Fig. 1: signal metal coverage by tile
Drawn at 4 px/µm. 11 x 19 tiles, from white (low) to dark blue (high), scaled to the fullest tile. Values are wire area over tile area, all layers added.
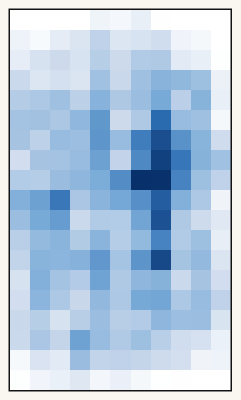
Fig. 2: logic cells by family
Drawn at 8 px/µm.
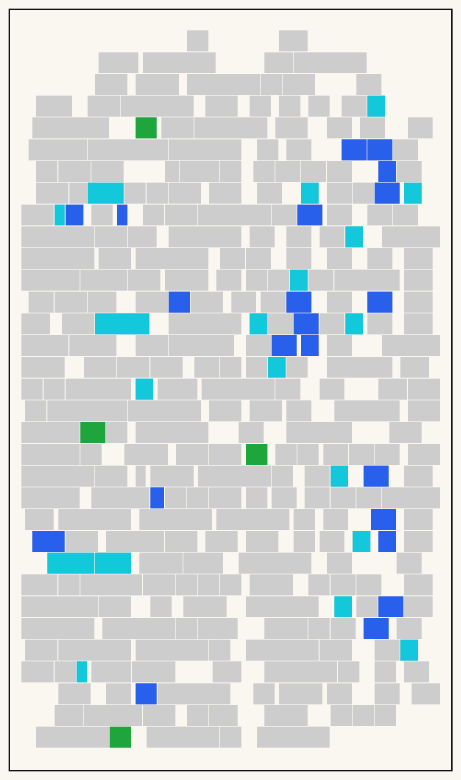
Fig. 3: metal 4
Drawn at 6 px/µm. Supply wires on this layer in grey.
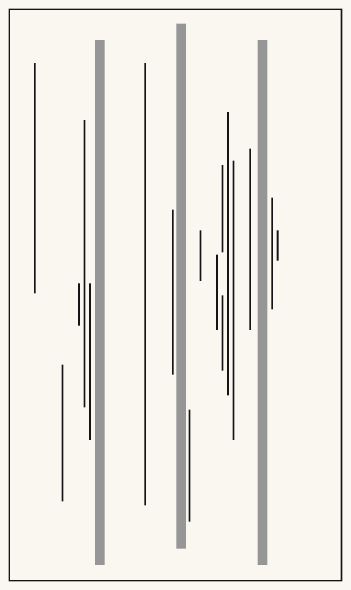
File: src/rtl/exu_oitf_pkg.sv
// rtl/exu_oitf_pkg.sv - shared widths and entry type for the outstanding instruction track FIFO
package exu_oitf_pkg;

  localparam int OITF_DEPTH  = 4;
  localparam int ITAG_WIDTH  = 2;
  localparam int RFIDX_WIDTH = 5;

  typedef struct packed {
    logic                   valid;
    logic                   rdwen;
    logic [RFIDX_WIDTH-1:0] rdidx;
  } oitf_entry_t;

  // An entry can only create a hazard if it really writes a non-zero register.
  function automatic logic entry_writes(input oitf_entry_t e);
    return e.valid && e.rdwen && (e.rdidx != '0);
  endfunction

endpackage

File: src/rtl/exu_oitf_ptr.sv
// rtl/exu_oitf_ptr.sv - circular index counter with wrap flag
module exu_oitf_ptr #(
  parameter int DEPTH = 4,
  parameter int W     = 2
) (
  input  logic         clk,
  input  logic         rst_n,
  input  logic         inc,
  output logic [W-1:0] idx,
  output logic         flag
);

  logic [W-1:0] idx_q, idx_d;
  logic         flag_q, flag_d;

  always_comb begin
    idx_d  = idx_q;
    flag_d = flag_q;
    if (inc) begin
      if (idx_q == W'(DEPTH - 1)) begin
        idx_d  = '0;
        flag_d = ~flag_q;
      end else begin
        idx_d = idx_q + W'(1);
      end
    end
  end

  always_ff @(posedge clk or negedge rst_n) begin
    if (!rst_n) begin
      idx_q  <= '0;
      flag_q <= 1'b0;
    end else begin
      idx_q  <= idx_d;
      flag_q <= flag_d;
    end
  end

  assign idx  = idx_q;
  assign flag = flag_q;

endmodule

File: src/rtl/exu_oitf.sv
// rtl/exu_oitf.sv - outstanding instruction track FIFO for long-pipe instructions
module exu_oitf
  import exu_oitf_pkg::*;
#(
  parameter int OITF_DEPTH = exu_oitf_pkg::OITF_DEPTH
) (
  input  logic                   clk,
  input  logic                   rst_n,
  input  logic                   dis_ena,
  output logic                   dis_ready,
  output logic [ITAG_WIDTH-1:0]  dis_ptr,
  input  logic                   disp_rs1en,
  input  logic                   disp_rs2en,
  input  logic                   disp_rdwen,
  input  logic [RFIDX_WIDTH-1:0] disp_rs1idx,
  input  logic [RFIDX_WIDTH-1:0] disp_rs2idx,
  input  logic [RFIDX_WIDTH-1:0] disp_rdidx,
  output logic                   oitfrd_match_disprs1,
  output logic                   oitfrd_match_disprs2,
  output logic                   oitfrd_match_disprd,
  input  logic                   ret_ena,
  output logic [ITAG_WIDTH-1:0]  ret_ptr,
  output logic                   ret_rdwen,
  output logic [RFIDX_WIDTH-1:0] ret_rdidx,
  output logic                   oitf_empty
);

  logic [ITAG_WIDTH-1:0] alloc_idx, ret_idx;
  logic                  alloc_flag, ret_flag;
  logic                  full, empty, alloc_fire, ret_fire;

  oitf_entry_t entry_q [OITF_DEPTH];
  oitf_entry_t entry_d [OITF_DEPTH];

  // Status depends only on pointer registers so dis_ready never sees dis_ena.
  assign empty      = (alloc_idx == ret_idx) && (alloc_flag == ret_flag);
  assign full       = (alloc_idx == ret_idx) && (alloc_flag != ret_flag);
  assign alloc_fire = dis_ena && !full;
  assign ret_fire   = ret_ena && !empty;

  exu_oitf_ptr #(.DEPTH(OITF_DEPTH), .W(ITAG_WIDTH)) u_alloc_ptr (
    .clk   (clk),
    .rst_n (rst_n),
    .inc   (alloc_fire),
    .idx   (alloc_idx),
    .flag  (alloc_flag)
  );

  exu_oitf_ptr #(.DEPTH(OITF_DEPTH), .W(ITAG_WIDTH)) u_ret_ptr (
    .clk   (clk),
    .rst_n (rst_n),
    .inc   (ret_fire),
    .idx   (ret_idx),
    .flag  (ret_flag)
  );

  // Alloc and retire never target the same slot: that needs empty or full,
  // and each of those blocks one side.
  always_comb begin
    for (int i = 0; i < OITF_DEPTH; i++) begin
      entry_d[i] = entry_q[i];
    end
    if (ret_fire) begin
      entry_d[ret_idx].valid = 1'b0;
    end
    if (alloc_fire) begin
      entry_d[alloc_idx].valid = 1'b1;
      entry_d[alloc_idx].rdwen = disp_rdwen;
      entry_d[alloc_idx].rdidx = disp_rdidx;
    end
  end

  always_ff @(posedge clk or negedge rst_n) begin
    if (!rst_n) begin
      for (int i = 0; i < OITF_DEPTH; i++) begin
        entry_q[i] <= '0;
      end
    end else begin
      for (int i = 0; i < OITF_DEPTH; i++) begin
        entry_q[i] <= entry_d[i];
      end
    end
  end

  always_comb begin
    oitfrd_match_disprs1 = 1'b0;
    oitfrd_match_disprs2 = 1'b0;
    oitfrd_match_disprd  = 1'b0;
    for (int i = 0; i < OITF_DEPTH; i++) begin
      if (entry_writes(entry_q[i])) begin
        if (disp_rs1en && (disp_rs1idx == entry_q[i].rdidx)) oitfrd_match_disprs1 = 1'b1;
        if (disp_rs2en && (disp_rs2idx == entry_q[i].rdidx)) oitfrd_match_disprs2 = 1'b1;
        if (disp_rdwen && (disp_rdidx  == entry_q[i].rdidx)) oitfrd_match_disprd  = 1'b1;
      end
    end
  end

  assign dis_ready  = !full;
  assign oitf_empty = empty;
  assign dis_ptr    = alloc_idx;
  assign ret_ptr    = ret_idx;
  assign ret_rdwen  = entry_q[ret_idx].rdwen;
  assign ret_rdidx  = entry_q[ret_idx].rdidx;

endmodule

File: config.mk
export PLATFORM = sky130hd
export DESIGN_NAME = exu_oitf
export DESIGN_NICKNAME = d
export VERILOG_FILES = /design/src/rtl/exu_oitf_pkg.sv /design/src/rtl/exu_oitf_ptr.sv /design/src/rtl/exu_oitf.sv
export SDC_FILE = /design/constraint.sdc
export NUM_CORES = 1
export LEC_CHECK = 0
export CAP_MARGIN = 20
export CORE_ASPECT_RATIO = 1.75
export CORE_UTILIZATION = 49
export DETAILED_ROUTE_END_ITERATION = 12
export PLACE_DENSITY = 0.76
export REMOVE_ABC_BUFFERS = 1
export SETUP_SLACK_MARGIN = 0.2
export SLEW_MARGIN = 30
export SYNTH_ARGS = -nofsm -noshare
export SYNTH_HDL_FRONTEND = slang
export SYNTH_HIERARCHICAL = 1
export SYNTH_SLANG_ARGS = --single-unit
export TNS_END_PERCENT = 100
File: constraint.sdc
create_clock -name clk -period 1.7 [get_ports clk]
set_clock_uncertainty 0.1 [all_clocks]
set_input_delay 0.34 -clock clk [delete_from_list [all_inputs] [get_ports clk]]
set_output_delay 0.34 -clock clk [all_outputs]
set_load 0.05 [all_outputs]
==> results.toml <==
# yosys + openroad results
[floorplan]
die_h_um = 95.0
core_area_um2 = 4710
dieArea_um2 = 5240
num_rows = 33
io_pins = 37
floorplan.die.width_um = 55.1
floorplan.core_util_pct = 51.4

[logic_synthesis]
yosys_area_um2 = 2420
area_leaders = "dfrtp_1, xor2_1, mux2_2"
top_area_share_pct = 35.1
yosysSeqAreaShare_pct = 35.1
synthCells = 222
ys_top_cells_by_count = "xor2_1, dfrtp_1, mux2_2"
synth_top_flop_cell = "dfrtp_1"
yosysTopAreaCell = "dfrtp_1"
avgSynthCellArea_um2 = 10.9
syn_area_um2 = 2420
synth_async_sr_flop_share_pct = 100
yosysWarnings = 6
ys_cells = 222
edf_count = 0
ys_types = 28
most_common_cell = "xor2_1"
synth_flops = 34

[flow_run]
maxCapViolations = 0
warnings = 27

[timing]
maxSlewViolCount = 0
period_used_pct = 151
rsz0062_at_grt = "yes"
worst_pin_slew_ns = 0.361
hold_viol_final = 0
fmax_ghz = 0.390
hold_ws_ns = 0.294
fin_crit_ns = 2.56
fin_ws_ns = -0.864
max_slew_margin_pct = 75.9
finalSetupViolCount = 46
finalSetupTns_ns = -12.44

[power_and_ir_drop]
ir_drop_v = 0.00231
p_leak_nw = 1.60
power.total_mw = 8.63
power_density_nw_per_um2 = 2340

[outcome]
status = "finished, violations left"
violations = "negative setup slack"

[routing]
drt_wl_total_um = 8140
vias = 2158
wl_per_cell_um = 22.9
drc = 0
drt.antenna.violating_nets = 0
drt_first_pass_iters = 4
via_per_inst = 6.08
drtIter0Drc = 84

[placement]
place_ws_ns = -0.604
gp_congestion = 1.03
dpl_cell_area_um2 = 3170
hpwlAfterDp_um = 5140
place_inst = 329
numPortBuffers = 36

[cells_and_area]
num-fill-cells = 302
diodes = 0
combGateArea_um2 = 1610
fin_util_pct = 78.4
design_area_um2 = 3690
regArea_um2 = 853
layout-drive-gt1-share_pct = 47.2
syn_to_final_growth_pct = 52.4
num-nets-final = 326

[clock_tree]
htreeDepth = 2
cts_root_buffer = "clkbuf_8"
cts_tree = "yes"
hold_buffers = 0
numClockSinks = 34
path_clk_slew_ns = 0.07
cts-buffers-inserted = 5
worstSkewPairLatency_ns = 0.30
clockBufferDepth = 2

[worst_setup_path]
worstPathArrival_ns = 2.12
crit_path_end_kind = "output pin"
crit_type = "reg -> out"
crit_required_ns = 1.26
critical_path.max_fanout = 3
cp-start-kind = "register"

[global_route]
grt_pass1_wl_um = 11900
overflow = 0
grt_start_max_net_pins = 35
grt_pass1_vias = 2289
grt_util_all_layers_pct = 33.9
antenna_found_initial = 0

[worst_hold_path]
hp-class = "in -> async"
Notes on Fig. 1 above:
The densest ninth of the die: centre. 15% of the tiles are over half the peak. The fullest tile reaches 0.79. 7.2% of the tiles are nearly empty.

Notes on Fig. 2 above:
Key: nand cells = blue [cells 21]; non-inverting ao/oa cells = green [cells 4]; nor cells = cyan [cells 19]
Comb area share: 43.7%
dominant logic cell type in the layout: xor2_1
Finished Layout Cells: 355

Notes on Fig. 3 above:
The layer carries 453 µm of wire. 17 nets have wire on it. The layer holds 5.6% of the routed length. The wires run mostly vertical. The longest straight run is 73.4 µm.

-- critical path, stage by stage, from the launching register on --
cell      delay [ns]
dfrtp_1         0.38
or4_1           0.52
o211ai_1        0.26
buf_4           0.19
nand4b_1        0.12
nand4_1         0.16
buf_12          0.19
-- logic make-up after synthesis --
logic type / Yosys count / synth area share [%]
buf+inv: 30 / 4.70
mux: 34 / 18.6
xor+xnor: 66 / 23.9
compound gates: 10 / 3.26
simple gates: 46 / 13.4
flops: 34 / 35.1
fa+ha+maj: 2 / 1.03
-- cells in the final DEF, fill, tap and decap left out, types with 2 or more instances in the layout --
| master | n |
|---|---|
| buf_6 | 22 |
| or4_4 | 2 |
| mux2_2 | 19 |
| or4_1 | 2 |
| xor2_1 | 48 |
| dfrtp_2 | 2 |
| nand3b_1 | 2 |
| or3_4 | 2 |
| buf_8 | 3 |
| buf_4 | 44 |
| clkbuf_8 | 6 |
| xor2_4 | 2 |
| mux2_4 | 9 |
| nand4b_1 | 12 |
| xnor2_2 | 2 |
| xnor2_1 | 13 |
| nand4_1 | 3 |
| nor4_1 | 12 |
| buf_12 | 11 |
| clkdlybuf4s50_1 | 21 |
| nor3b_2 | 2 |
| mux4_2 | 6 |
| ha_1 | 2 |
| nor2_1 | 2 |
| o211ai_1 | 4 |
| a21o_1 | 3 |
| dfrtp_1 | 32 |
-- state kept, by name, summed over array words and instances, names as in the netlist --
| signal | flops |
|---|---|
| u_ret_ptr/flag | 1 |
| u_alloc_ptr/flag | 1 |
| entry_q | 28 |
| u_ret_ptr/idx | 2 |
| u_alloc_ptr/idx | 2 |
-- path summary, 6_finish.rpt --
check / start / slack (ns) / end / cells after the start
worst max-delay path: entry_q[2]$_DFFE_PN0P_ / -0.86 / oitfrd_match_disprs1 / 6
worst min-delay path: rst_n / 0.29 / entry_q[7]$_DFFE_PN0P_ / 2
worst max register to register: u_ret_ptr/idx[1]$_DFFE_PN0P_ / -0.28 / entry_q[7]$_DFFE_PN0P_ / 7
worst min register to register: entry_q[20]$_DFF_PN0_ / 0.39 / entry_q[20]$_DFF_PN0_ / 1
max in group asynchronous: rst_n / 1.00 / u_alloc_ptr/idx[0]$_DFFE_PN0P_ / 2
min in group clk: entry_q[20]$_DFF_PN0_ / 0.39 / entry_q[20]$_DFF_PN0_ / 1
-- final cells by class --
cell class                      count  share of cell area [%]
Multi-Input combinational cell    158                    43.7
Timing Repair Buffer              101                    28.6
Sequential cell                    34                    23.1
Clock buffer                        6                    2.24
Tap cell                           52                    1.76
Clock inverter                      2                   0.339
Inverter                            2                   0.271
-- power by group --
part	internal (mW)	switching [mW]	total (mW)
clock network	0.326	0.322	0.648
logic	3.21	3.08	6.29
registers	1.24	0.450	1.69
-- timing repair --
item	CTS	global route
pin swaps	13	7
resized	46	22
setup endpoints to repair	47	48
setup buffers	9	9
-- metal layers --
layer | up-vias | track usage, % | routed length (µm)
met5 | - | 0 | 0
met4 | 0 | 25.4 | 452
met3 | 39 | 7.25 | 405
met2 | 109 | 58.4 | 4570
met1 | 1066 | 32.8 | 2720
li1 | 944 | - | -
Power and IR drop assume default switching activity.
